## src/rtl/scan_pkg.sv

```systemverilog
// Shared state type, default parameters and the enabled-digit search used by the scan selector.
package scan_pkg;

    typedef enum logic [0:0] {
        BLANK = 1'b0,
        SHOW  = 1'b1
    } scan_state_e;

    localparam int DEF_NUM_DIGITS = 4;
    localparam int DEF_DIGIT_W    = 4;
    localparam int DEF_SCAN_DIV   = 50000;
    localparam int DEF_BLANK_CYC  = 8;
    localparam int MAX_DIGITS     = 8;

    // First index above cur (mod n) with its enable set; cur itself if it is the only one or none are set.
    function automatic logic [2:0] next_enabled(input logic [MAX_DIGITS-1:0] en,
                                                input logic [2:0]            cur,
                                                input int                    n);
        logic [2:0] result;
        logic [2:0] pos;
        logic       found;
        result = cur;
        found  = 1'b0;
        for (int k = 1; k <= MAX_DIGITS; k++) begin
            pos = 3'((int'(cur) + k) % n);
            if (k <= n && !found && en[pos]) begin
                result = pos;
                found  = 1'b1;
            end
        end
        return result;
    endfunction

endpackage

```

## src/rtl/scan_prescaler.sv

```systemverilog
// Slot timer for the scan selector: counts 0..limit-1, flags the last count, clears synchronously.
module scan_prescaler #(
    parameter int CNT_W = 16
) (
    input  logic             clk_sys,
    input  logic             rst_n,
    input  logic             clr,
    input  logic [CNT_W-1:0] limit,
    output logic             tc
);

    logic [CNT_W-1:0] count_q;

    assign tc = (count_q == limit - CNT_W'(1));

    always_ff @(posedge clk_sys or negedge rst_n) begin
        if (!rst_n) begin
            count_q <= '0;
        end else if (clr || tc) begin
            count_q <= '0;
        end else begin
            count_q <= count_q + CNT_W'(1);
        end
    end

endmodule

```

## src/rtl/scan_selector.sv

```systemverilog
// Multiplexed digit scanner with blanking gaps and frame-synchronous data update.
// Define SCAN_SELECTOR_LZB_EN to blank leading-zero digits.
//
// state | meaning
// BLANK | all anodes off, prescaler times the gap before the next digit
// SHOW  | digit SEL lit, prescaler times the slot
module scan_selector
    import scan_pkg::*;
#(
    parameter int NUM_DIGITS = DEF_NUM_DIGITS,
    parameter int DIGIT_W    = DEF_DIGIT_W,
    parameter int SCAN_DIV   = DEF_SCAN_DIV,
    parameter int BLANK_CYC  = DEF_BLANK_CYC
) (
    input  logic                          S_CLK,
    input  logic                          RST_N,
    input  logic [NUM_DIGITS*DIGIT_W-1:0] CNT_BUS,
    input  logic [NUM_DIGITS-1:0]         DIGIT_EN,
    input  logic                          LOAD,
    output logic [DIGIT_W-1:0]            CNT,
    output logic [NUM_DIGITS-1:0]         AN,
    output logic [$clog2(NUM_DIGITS)-1:0] SEL,
    output logic                          FRAME_DONE
);

    localparam int SEL_W   = $clog2(NUM_DIGITS);
    localparam int BUS_W   = NUM_DIGITS * DIGIT_W;
    localparam int PRE_MAX = (SCAN_DIV > BLANK_CYC) ? SCAN_DIV : BLANK_CYC;
    localparam int CNT_W   = $clog2(PRE_MAX + 1);

    localparam logic [0:0] ST_BLANK = 1'(BLANK);
    localparam logic [0:0] ST_SHOW  = 1'(SHOW);

    logic [0:0]            state_q, state_d;
    logic [SEL_W-1:0]      sel_q, sel_d, sel_adv;
    logic [NUM_DIGITS-1:0] an_q, an_lit;
    logic [DIGIT_W-1:0]    cnt_q, digit_d;
    logic                  frame_done_q;
    logic [BUS_W-1:0]      shadow_q, active_q, active_d;
    logic                  any_en, cur_en, tc, pre_clr, advance, abort, wrap, lead_zero;
    logic [CNT_W-1:0]      pre_limit;

    assign any_en    = |DIGIT_EN;
    assign cur_en    = DIGIT_EN[sel_q];
    assign sel_adv   = SEL_W'(next_enabled(8'(DIGIT_EN), 3'(sel_q), NUM_DIGITS));
    assign pre_limit = (state_q == ST_SHOW) ? CNT_W'(SCAN_DIV) : CNT_W'(BLANK_CYC);
    assign pre_clr   = !any_en || abort;

    scan_prescaler #(
        .CNT_W(CNT_W)
    ) u_prescaler (
        .clk_sys(S_CLK),
        .rst_n  (RST_N),
        .clr    (pre_clr),
        .limit  (pre_limit),
        .tc     (tc)
    );

    always_comb begin
        state_d = state_q;
        sel_d   = sel_q;
        advance = 1'b0;
        abort   = 1'b0;
        if (!any_en) begin
            state_d = ST_BLANK;
        end else if (state_q == ST_SHOW) begin
            if (!cur_en) begin
                abort   = 1'b1;
                state_d = ST_BLANK;
                sel_d   = sel_adv;
                advance = 1'b1;
            end else if (tc) begin
                state_d = ST_BLANK;
                sel_d   = sel_adv;
                advance = 1'b1;
            end
        end else if (tc) begin
            // The digit waiting in SEL may have been disabled during the gap.
            state_d = ST_SHOW;
            if (!cur_en) begin
                sel_d   = sel_adv;
                advance = 1'b1;
            end
        end
        wrap     = advance && (sel_d <= sel_q);
        active_d = wrap ? shadow_q : active_q;
    end

    assign digit_d = active_d[int'(sel_d)*DIGIT_W +: DIGIT_W];
    assign an_lit  = ~(NUM_DIGITS'(1) << sel_d);

`ifdef SCAN_SELECTOR_LZB_EN
    always_comb begin
        lead_zero = (sel_d != '0);
        for (int j = 0; j < NUM_DIGITS; j++) begin
            if (j >= int'(sel_d) && DIGIT_EN[j] && active_d[j*DIGIT_W +: DIGIT_W] != '0) begin
                lead_zero = 1'b0;
            end
        end
    end
`else
    assign lead_zero = 1'b0;
`endif

    always_ff @(posedge S_CLK or negedge RST_N) begin
        if (!RST_N) begin
            state_q      <= ST_BLANK;
            sel_q        <= '0;
            an_q         <= '1;
            cnt_q        <= '0;
            frame_done_q <= 1'b0;
            shadow_q     <= '0;
            active_q     <= '0;
        end else begin
            state_q      <= state_d;
            sel_q        <= sel_d;
            frame_done_q <= wrap;
            active_q     <= active_d;
            if (LOAD) begin
                shadow_q <= CNT_BUS;
            end
            if (state_d != state_q) begin
                an_q <= (state_d == ST_SHOW && !lead_zero) ? an_lit : '1;
                if (state_d == ST_SHOW) begin
                    cnt_q <= digit_d;
                end
            end
        end
    end

    assign CNT        = cnt_q;
    assign AN         = an_q;
    assign SEL        = sel_q;
    assign FRAME_DONE = frame_done_q;

endmodule

```

## config.mk

```make
export PLATFORM = sky130hd
export DESIGN_NAME = scan_selector
export DESIGN_NICKNAME = d
export VERILOG_FILES = /design/src/rtl/scan_pkg.sv /design/src/rtl/scan_prescaler.sv /design/src/rtl/scan_selector.sv
export SDC_FILE = /design/constraint.sdc
export NUM_CORES = 1
export LEC_CHECK = 0
export CORE_MARGIN = 2
export CORE_UTILIZATION = 45
export DETAILED_ROUTE_END_ITERATION = 10
export DONT_BUFFER_PORTS = 1
export PLACE_DENSITY_LB_ADDON = 0.12
export RECOVER_POWER = 25
export SLEW_MARGIN = 20
export SYNTH_ARGS = -nofsm -noshare
export SYNTH_HDL_FRONTEND = slang
export SYNTH_SLANG_ARGS = --single-unit
export TNS_END_PERCENT = 5
```

## constraint.sdc

```tcl
create_clock -name S_CLK -period 4.4 [get_ports S_CLK]
set_clock_uncertainty 0.2 [all_clocks]
set_input_delay 0.66 -clock S_CLK [delete_from_list [all_inputs] [get_ports S_CLK]]
set_output_delay 0.66 -clock S_CLK [all_outputs]
set_load 0.02 [all_outputs]
```

Figure 1. Routing congestion (run 1).
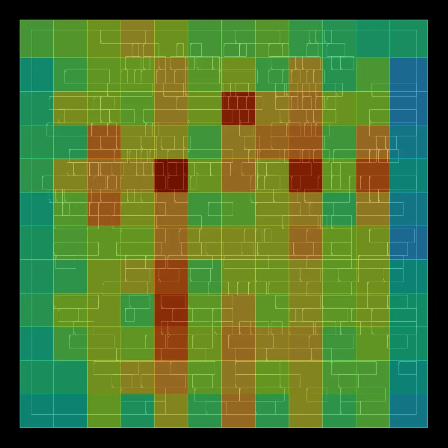
final standard cell utilization of the core: 0.524
global-route layer with the greatest usage: met2
Wirelength per Cell: 15.9 um
Global Route met1 Usage: 0.235
overall track demand over capacity in global routing: 0.170

Figure 2. Clock network drawn from the DEF (run 1).
Bar = 20 um.
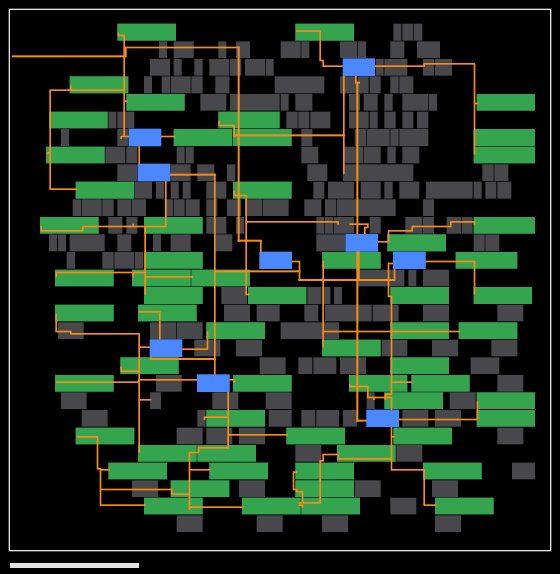
legend:
  orange:
    item: clock wires
    length: 839 um
  blue:
    item: cells driving clock nets
    count: 9
  green:
    item: flip-flops
    count: 60
routed clock nets: 10
part of the power in the clock network: 0.216
P_clk: 0.475 mW

Figure 3. Selected gate families (run 1).
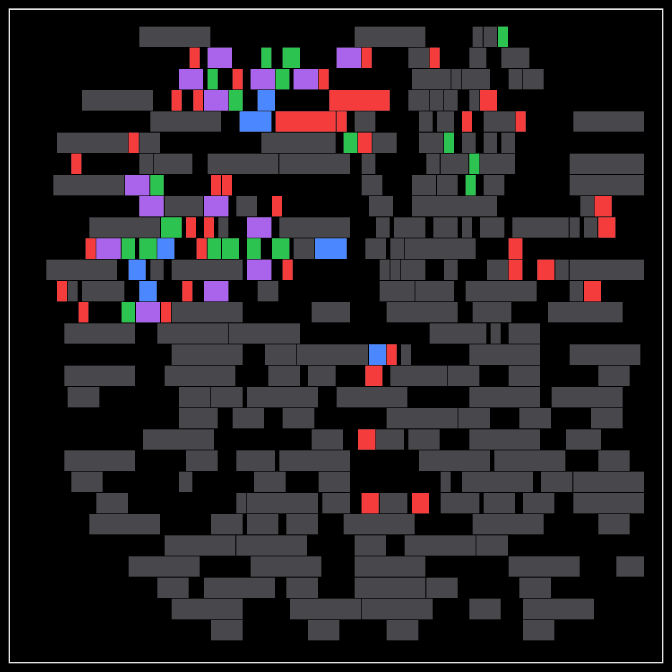
legend:
  blue:
    family: AND and OR gates
    cells: 7
    most_used: and3_1
  purple:
    family: XOR/XNOR gates
    cells: 14
    most_used: xor2_1
  green:
    family: NAND gates
    cells: 19
    most_used: nand3_1
  red:
    family: NOR gates
    cells: 39
    most_used: nor2_1
count of non-filler cells in the finished layout: 340
fraction of area in multi-input gates: 0.395
most frequent standard cell in the layout excluding fill and tap cells: dfrtp_1

==> run summary, run 1 <==
Figures from the flow reports.

Outcome:
- The run finished, with violations left.
- The checks that failed: max-capacitance violations, max-slew violations.

Power and ir drop:
- Of all power groups, the one with the highest power is combinational logic.
- Switching power as a fraction of the total was reported as 0.355.
- Of the total power, registers draw 0.391.
- The run puts the cell internal power dissipation at 1.42 mW.
- The share of total power dissipated in combinational logic is 0.392.

Synth:
- The run puts the sequential cell area fraction in the yosys report at 0.527.
- The run puts the post-synthesis cell area at 0.00286 mm2.
- Yosys mapped a number of flops with a built-in enable equal to 0.
- The run puts the post-synthesis mux area share at 0.169.
- The run gives the fraction of registers with async set or reset after synthesis as 1.00.
- Of the combinational cells, the family taking the most area is multiplexers.
- The run puts the area fraction in full adders, half adders and majority gates at 0.0215.
- The run gives the total cells reported by yosys after synthesis as roughly 240.
- In the synthesized netlist, the cells that appear most often are dfrtp_1 (56), mux2_2 (30), nor2_1 (25).
- The run puts the count of cell types in the netlist at 39.
- The run gives the number of warnings printed during yosys synthesis as 0.
- Synthesis inferred approximately 60 register bits.
- The run gives the post-synthesis cell type with the largest instance count as dfrtp_1.
- The synthesized design spends more area on one cell type than any other, namely dfrtp_1.

Layout:
- The run gives the share of cells above drive strength 1 as 0.289.
- The run gives the sequential fraction of total cell area as 0.461.
- Sequential cells placed in the final layout were counted as about 60.
- The run gives the flip-flop and latch area as between 0.0015 and 0.002 mm2.
- The run gives the net count reported at finish as about 290.
- The run puts the share of final layout cell area taken by non-clock buffers at 0.0459.
- The largest registers in the layout are active_q: 16 flops, shadow_q: 16 flops, u_prescaler.count_q: 16 flops.
- The run puts the non-clock buffer instance count of the final layout at 15.
- In the final layout, the multi-input gates occupy ~0.0013 mm2.
- The non-clock inverters instantiated in the layout total 11.
- The finished cells cover about 0.0033 mm2.
- The run gives the clock tree cell share of total cell area as 0.0566.
- The run gives the count of inserted antenna diode cells as 0.

Timing:
- The run gives the number of hold violations in the final report as 0.
- In the final timing run, aggregate negative setup slack is 0 ns.
- The worst path meets setup with around 0.19 ns of slack.
- The run gives the number of max-slew violations in the final report as 61.
- The run puts the relative slew slack at -0.730.
- The run puts the final cycle utilization of the critical path at 0.956.

CTS:
- The number of clock buffers added by TritonCTS is 9.
- The run puts the CTS sink count at approximately 60.
- The number of gates resized after CTS was 0.
- The run gives the clock latency on the worst-skew pair as approximately 0.34 ns.
- The run puts the clock transition at the registers of the reported paths at ~0.070 ns.
- The run puts the count of buffers added by post-CTS timing repair for setup at 0.
- The run gives the maximum clock insertion buffer count as 2.
- The run puts the hold buffer count at cts at 2.
- The root buffer cell chosen for the clock tree is clkbuf_8.

Placement:
- The run puts the worst setup timing slack at the placement stage at roughly 0.09 ns.
- The run puts the final weighted congestion of routability-driven global placement at roughly 0.85.
- The run puts the sum of net half-perimeters after detailed placement at roughly 3700 um.
- The run puts the post-placement cell area at 0.00301 mm2.

Critical path:
- The worst setup path is of the reg2reg kind.
- STA shows the worst reg2reg path with a cell count of 14.
- The run gives the logic depth of the worst path, buffers included as 14.
- STA classifies the critical path startpoint as a flip-flop.
- The setup check on the worst reg-to-reg path leaves a slack of 0.19 ns.
- The run gives the start of the worst register-to-register path as u_prescaler.count_q[4]$_DFF_PN0_.
- The run gives the data required time of the critical path as between 4 and 5 ns.
- The run gives the number of buffer and inverter instances along the worst setup path as 2.
- The run gives the worst endpoint data arrival time as ~4.2 ns.

Floorplanning:
- The run puts the number of standard-cell rows in the floorplan at 29.
- In this run the vertical extent of the chip is 83.7 um.
- The run puts the floorplan core area at roughly 0.0062 mm2.
- The run gives the number of top-level design ports as 34.

Global route:
- The initial antenna violation count came to 0.
- The run puts the global-route met3 utilization at 0.0495.
- The run gives the pin count of the biggest net entering global routing as ~61.

Worst hold path:
- Checking hold timing, the worst path is listed with class in2reg.
- The run gives the source of the worst hold timing path as CNT_BUS[10].

Detailed routing:
- In the routed design, unresolved DRC markers number 0.
- The run gives the detailed-route via count as 1817.
- The run gives the count of TritonRoute iterations in the first routing pass as 4.
- The detailed router used layers up to and including met4.
- The run gives the total met3 wirelength after detailed routing as approximately 240 um.
- In the per-layer summary, the met1 wirelength comes to 2630 um.

Run:
- The run puts the number of warnings in the stage logs at 26.
- The run puts the number of violations of the max-capacitance limit at 1.
Figure 4. Sequential cells grouped by signal name (run 1).
Bar = 20 um. Other sequential cells in the stronger grey, the rest of the logic in the fainter grey.
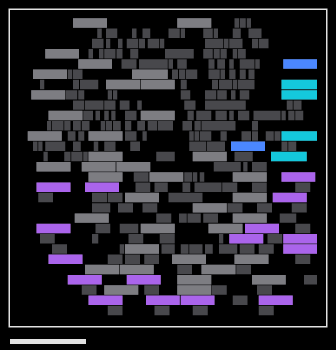

==> inputs of run 2 (changes only) <==
--- a/config.mk
+++ b/config.mk
@@ -14,5 +14,6 @@
 export SLEW_MARGIN = 20
 export SYNTH_ARGS = -nofsm -noshare
 export SYNTH_HDL_FRONTEND = slang
+export SYNTH_HIERARCHICAL = 1
 export SYNTH_SLANG_ARGS = --single-unit
 export TNS_END_PERCENT = 5
Figure 5. Sequential cells grouped by signal name (run 2).
Bar = 20 um. Other sequential cells in the stronger grey, the rest of the logic in the fainter grey.
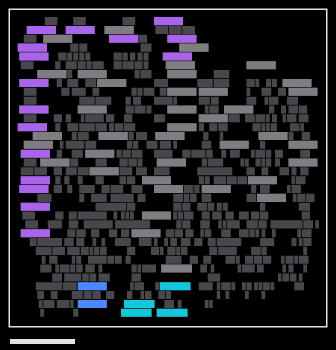
legend:
  blue:
    netlist_name: `SEL`
    flops: 2
  purple:
    netlist_name: `shadow_q`
    flops: 16
  cyan:
    netlist_name: `AN`
    flops: 4
    where: south
not coloured: 38
seq pwr: 0.670 mW
area taken by flip-flops and latches: 0.00151 mm2
final standard cell utilization of the core: 0.552
share of the final layout cell area in sequential cells: 0.318

==> run 2 against run 1 <==
Compared with the run above: the run ends with max-capacitance violations, max-slew violations, negative setup slack left; power shrank 11%; critical path depth grew 4; non-clock buffer count grew 33; die size grew 35%; worst setup slack lost 0.68 ns; highest routed layer unchanged.
==> run summary, run 2 <==
Figures from the flow reports.

Outcome:
- The flow ran to the end, but the final reports show violations.
- The checks that failed: max-capacitance violations, max-slew violations, negative setup slack.

Layout:
- The post-route cell area came to 0.00474 mm2 (+45%).
- The run gives the non-filler instance count after layout as 567 (+67%).
- The run gives the number of ordinary inverters in the final layout as 14 (+3).
- The share of final layout cell area taken by non-clock buffers is 0.0818 (+0.0359).
- The run puts the clock tree cell share of total cell area at 0.0472 (-0.00936).
- The run gives the count of inserted antenna diode cells as 0 (unchanged).
- The run gives the net count reported at finish as 483 (+69%).
- The largest registers in the layout are active_q: 16 flops, shadow_q: 16 flops, u_prescaler/count_q: 16 flops.
- The run puts the area used by multi-input combinational logic at 0.00243 mm2 (+88%).
- The run gives the fraction of area in multi-input gates as 0.512 (+0.117).
- The run gives the share of cells above drive strength 1 as 0.292 (+0.00297).
- The non-clock buffer instance count of the final layout came to 48 (+33).
- The run gives the total number of sequential cells as 60 (unchanged).

Detailed routing:
- The routed wire length per instance came to 16.5 um (+3.5%).
- The run puts the total met3 wirelength after detailed routing at 401 um (+66%).
- In this run the top signal layer used is met4.
- The run puts the count of TritonRoute iterations in the first routing pass at 4 (unchanged).
- The detailed-route wire length on metal 1 is 4140 um (+58%).
- The run gives the detailed-route via count as 3184 (+75%).

Run:
- The run puts the number of violations of the max-capacitance limit at 1 (unchanged).
- The run puts the number of warnings in the stage logs at 29 (+12%).

Power and ir drop:
- The combinational power share came to 0.371 (-0.021).
- The run gives the power of the clock network as 0.558 mW (+17%).
- The dominant power group in this design is combinational logic.
- The run puts the share of total power consumed by net switching at 0.331 (-0.0245).
- The run puts the cell internal power dissipation at 1.31 mW (-7.7%).
- The run gives the total power draw as 1.95 mW.
- The run puts the relative contribution of the clock network to total power at 0.286 (+0.070).

Timing:
- The relative slew slack is -0.762 (-0.0329).
- The run gives the final cycle utilization of the critical path as 1.11 (+0.154).
- The run puts the setup violation total in the final timing report at 20.
- The run puts the sum of negative setup slack at -5.33 ns (-5.33 ns).
- The run gives the number of max-slew violations in the final report as 61 (unchanged).
- The run gives the number of hold violations in the final report as 0 (unchanged).
- The run puts the slack of the critical path at -0.482 ns (-0.676 ns).

Synth:
- The run gives the cell accounting for the most synthesized area as dfrtp_1.
- The commonest cells after synthesis are dfrtp_1 (56), nand3_1 (44), nor3_1 (26).
- The number of storage elements in the synthesis netlist came to 60 (unchanged).
- The run gives the area fraction in full adders, half adders and majority gates as 0.0160 (-0.00548).
- The count of cell types in the netlist is 66 (+69%).
- The run gives the post-synthesis cell area as 0.00391 mm2 (+37%).
- The run puts the count of flip-flops with a built-in enable after synthesis at 0 (unchanged).
- The run puts the post-synthesis mux area share at 0.0681 (-0.101).
- The run puts the total cells reported by yosys after synthesis at 389 (+63%).
- The run gives the sequential cell area fraction in the yosys report as 0.385 (-0.142).
- The fraction of registers with async set or reset after synthesis was 1.00 (unchanged).
- In the synthesized netlist, the dominant kind of combinational cell is simple AND/OR/NAND/NOR gates.

Global route:
- The run gives the initial antenna violation count as 0 (unchanged).
- The run gives the pin count of the biggest net entering global routing as 61 (unchanged).
- The run gives the busiest layer in global routing as met2.
- In the global route stage, met2 resource usage came out at 0.360.
- The run gives the global-route met3 utilization as 0.0374 (-0.0120).
- The run puts the met1 usage in global routing at 0.274 (+0.0389).
- The total global routing track utilization came to 0.211 (+0.0411).

CTS:
- The clock transition at the registers of the reported paths came to 0.07 ns (about the same).
- The hold buffer count at cts is 2 (unchanged).
- The run puts the number of buffers inserted during clock tree synthesis at 9 (unchanged).
- The CTS sink count is 60 (unchanged).
- The cell sitting at the root of the clock tree is a clkbuf_8.
- The number of resized instances in the post-cts repair step was 23 (+23).
- The clock latency on the worst-skew pair came to 0.33 ns (about the same).
- The run gives the maximum clock insertion buffer count as 2 (unchanged).

Floorplanning:
- The run gives the number of standard-cell rows in the floorplan as 34 (+17%).
- The number of top-level design ports came to 34 (unchanged).
- The die span in y came to 97.3 um (+16%).
- The run gives the floorplan core area as 0.00859 mm2 (+38%).

Critical path:
- The run puts the data required time of the critical path at 4.41 ns (about the same).
- The run gives the path type of the worst setup path as reg2reg.
- The worst setup path is launched from a flip-flop.
- The run gives the number of buffer and inverter instances along the worst setup path as 2 (unchanged).
- The run gives the start of the worst register-to-register path as state_q$_DFF_PN0_.
- The run gives the number of cells on the worst reg-to-reg path as 18 (+4).
- The run gives the longest individual stage delay on the worst path as around 0.57 ns.
- The run gives the logic depth of the worst path, buffers included as 18 (+4).
- The run gives the worst endpoint data arrival time as 4.89 ns (+0.66 ns).

Worst hold path:
- Per the hold report, the tightest min-delay path originates at CNT_BUS[10].
- Checking hold timing, the worst path is listed with class in2reg.

Placement:
- The worst setup timing slack at the placement stage was -0.843 ns (-0.935 ns).
- The post-placement cell area is 0.00438 mm2 (+46%).
- The run puts the final weighted congestion of routability-driven global placement at 0.818 (-3.4%).
Figure 6. Clock network drawn from the DEF (run 2).
Bar = 20 um.
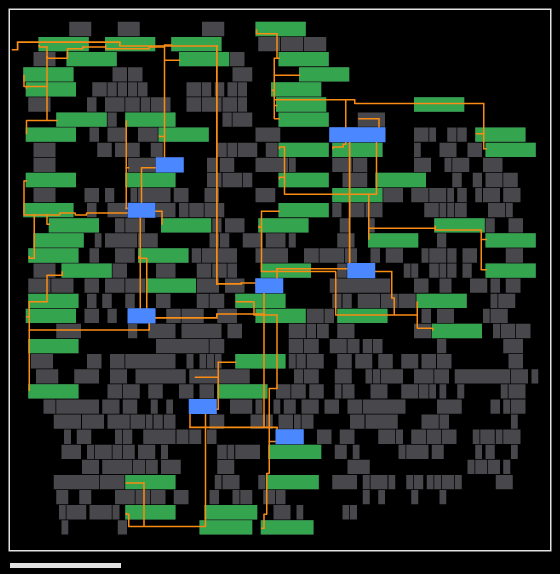

==> inputs of run 3 (changes only) <==
--- a/config.mk
+++ b/config.mk
@@ -7,6 +7,7 @@
 export LEC_CHECK = 0
 export CORE_MARGIN = 2
 export CORE_UTILIZATION = 45
+export CTS_BUF_LIST = sky130_fd_sc_hd__clkbuf_4 sky130_fd_sc_hd__clkbuf_8
 export DETAILED_ROUTE_END_ITERATION = 10
 export DONT_BUFFER_PORTS = 1
 export PLACE_DENSITY_LB_ADDON = 0.12
==> constraint.sdc (replaced) <==
create_clock -name S_CLK -period 4.55 [get_ports S_CLK]
set_clock_uncertainty 0.2 [all_clocks]
set_input_delay 0.6825 -clock S_CLK [delete_from_list [all_inputs] [get_ports S_CLK]]
set_output_delay 0.6825 -clock S_CLK [all_outputs]
set_load 0.02 [all_outputs]
Figure 7. Clock network drawn from the DEF (run 3).
Bar = 20 um.
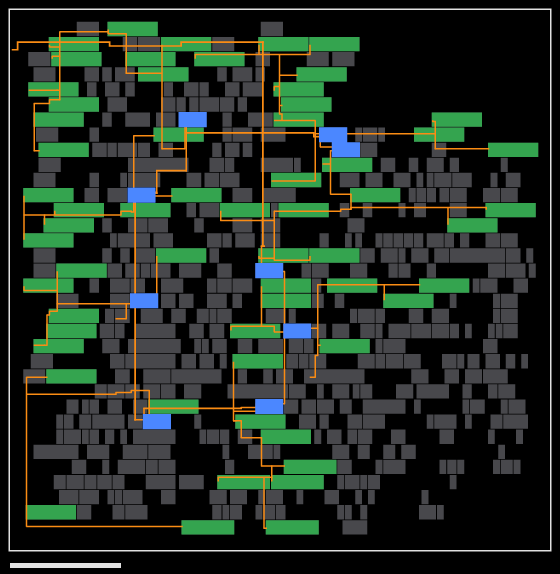
legend:
  green:
    item: flip-flops
    count: 60
  blue:
    item: cells driving clock nets
    count: 9
  orange:
    item: clock wires
    length: 857 um
flops lie: all over the die
clock latency on the worst-skew pair: 0.34 ns
P_clk: 0.592 mW
part of the power in the clock network: 0.304

==> run 3 against run 2 <==
Compared with the run above: the run still ends with max-capacitance violations, max-slew violations, negative setup slack left; clock power grew 6.1%; die size is the same; cell count shrank 0.18%; power shrank 0.36%; final area grew 0.18%; fmax grew 1.0%; critical path depth is the same; global-route usage grew 0.34 points.
==> run summary, run 3 <==
Figures from the flow reports.

Critical path:
- STA classifies the critical path startpoint as a flip-flop.
- The run gives the logic depth of the worst path, buffers included as 18 (unchanged).
- The longest individual stage delay on the worst path was 0.58 ns (about the same).
- The run puts the number of buffer and inverter instances along the worst setup path at 2 (unchanged).
- The run puts the data required time of the critical path at 4.56 ns (+0.15 ns).
- The worst register-to-register path begins at state_q$_DFF_PN0_.
- The worst setup path is of the reg2reg kind.
- The run puts the number of cells on the worst reg-to-reg path at 18 (unchanged).

Power and ir drop:
- The run gives the main power-consuming group as combinational logic.
- The run gives the share of total power consumed by net switching as 0.331 (+0.000928).
- The run puts the power in sequential cells at 0.642 mW (-4.2%).
- The run gives the total power draw as 1.95 mW (-0.36%).

Timing:
- The setup violation total in the final timing report is 11 (-45%).
- The run gives the sum of negative setup slack as -1.43 ns (+3.89 ns).
- The final cycle utilization of the critical path is 1.06 (-0.0475).
- The run puts the number of max-slew violations in the final report at 61 (unchanged).
- The run puts the slack of the critical path at -0.282 ns (+0.200 ns).
- The number of hold violations in the final report was 0 (unchanged).

Floorplanning:
- The chip occupies roughly 0.0095 mm2.
- The die span in y came to 97.3 um (unchanged).
- The run puts the floorplan core area at 0.00859 mm2 (unchanged).
- The run gives the number of standard-cell rows in the floorplan as 34 (unchanged).
- The run gives the number of top-level design ports as 34 (unchanged).

Detailed routing:
- The run gives the total met3 wirelength after detailed routing as 369 um (-8.0%).
- The run puts the detailed-route via count at 3208 (+0.75%).
- The highest metal layer carrying signal wires in the routed design is met4.
- The routed wire length per instance was 16.9 um (+2.5%).

Synth:
- The run puts the sequential cell area fraction in the yosys report at 0.385 (unchanged).
- Sorting the synthesized cells by how often they occur yields dfrtp_1 (56), nand3_1 (44), nor3_1 (26).
- The area fraction in full adders, half adders and majority gates is 0.0160 (unchanged).
- The largest total area in the synthesized netlist belongs to dfrtp_1.
- The post-synthesis cell area was 0.00391 mm2 (unchanged).
- The run puts the synthesized area per cell at approximately 10 um2.
- The run puts the count of cell types in the netlist at 66 (unchanged).
- The run gives the post-synthesis mux area share as 0.0681 (unchanged).
- The run puts the total cells reported by yosys after synthesis at 389 (unchanged).
- The run gives the main kind of combinational logic by area as simple AND/OR/NAND/NOR gates.
- The run puts the number of storage elements in the synthesis netlist at 60 (unchanged).
- The run gives the count of flip-flops with a built-in enable after synthesis as 0 (unchanged).

Outcome:
- The final reports fail on max-capacitance violations, max-slew violations, negative setup slack.
- The run finished, with violations left.

CTS:
- The clock transition at the registers of the reported paths came to 0.08 ns (about the same).
- The number of resized instances in the post-cts repair step came to 22 (-4.3%).
- The CTS sink count came to 60 (unchanged).
- The run gives the number of buffers inserted during clock tree synthesis as 9 (unchanged).
- The run gives the root buffer selected by CTS as clkbuf_8.
- The maximum clock insertion buffer count is 2 (unchanged).
- The run gives the hold buffer count at cts as 1 (-1).

Global route:
- The run gives the total global routing track utilization as 0.215 (+0.00335).
- The run gives the pin count of the biggest net entering global routing as 61 (unchanged).
- The global routing met2 resource utilization was 0.361 (+0.00160).
- The run gives the met1 usage in global routing as 0.280 (+0.00630).
- The run gives the busiest layer in global routing as met2.

Worst hold path:
- For the worst min-delay path, the startpoint reported by OpenROAD is CNT_BUS[10].
- According to the hold report, the worst path is of the in2reg type.

Layout:
- The non-clock buffer instance count of the final layout came to 46 (-4.2%).
- The run gives the total number of sequential cells as 60 (unchanged).
- The run puts the sequential fraction of total cell area at 0.317 (-0.000586).
- The non-filler instance count after layout is 566 (-0.18%).
- The share of cells above drive strength 1 is 0.297 (+0.00500).
- The run gives the flip-flop and latch area as 0.00151 mm2 (unchanged).
- The run puts the fraction of area in multi-input gates at 0.514 (+0.00169).
- In the final layout, the registers with the most flip-flops are active_q: 16 flops, shadow_q: 16 flops, u_prescaler/count_q: 16 flops.
- The run puts the clock tree cell share of total cell area at 0.0511 (+0.00386).
- The run gives the net count reported at finish as 481 (-0.41%).
- The end-of-flow core utilization came to 0.553 (+0.00102).
- The number of ordinary inverters in the final layout is 14 (unchanged).
- The run gives the area used by multi-input combinational logic as 0.00244 mm2 (+0.52%).

Placement:
- In the placement report, post-DP HPWL is listed as about 6600 um.
- The post-placement cell area was 0.00435 mm2 (-0.51%).
- The final weighted congestion of routability-driven global placement came to 0.825 (+0.86%).
- The worst setup timing slack at the placement stage came to -0.674 ns (+0.169 ns).

Run:
- The run puts the number of violations of the max-capacitance limit at 1 (unchanged).

==> gallery <==
Placed cells, one colour a class.
Bar = 20 um.
(a)
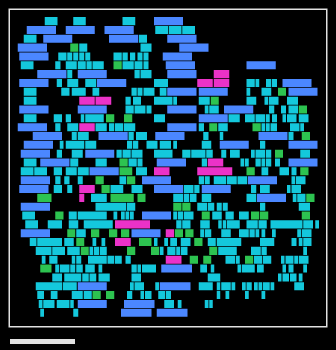
(b)
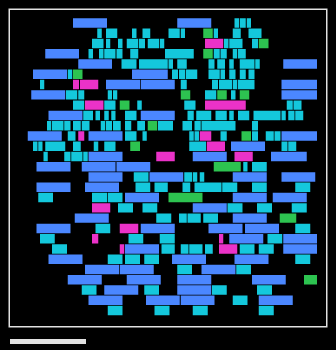
The one with the most cells is (a).
run 1: (b)
run 2: (a)

Power figures rest on the tool's default switching activity, not on a simulated workload.
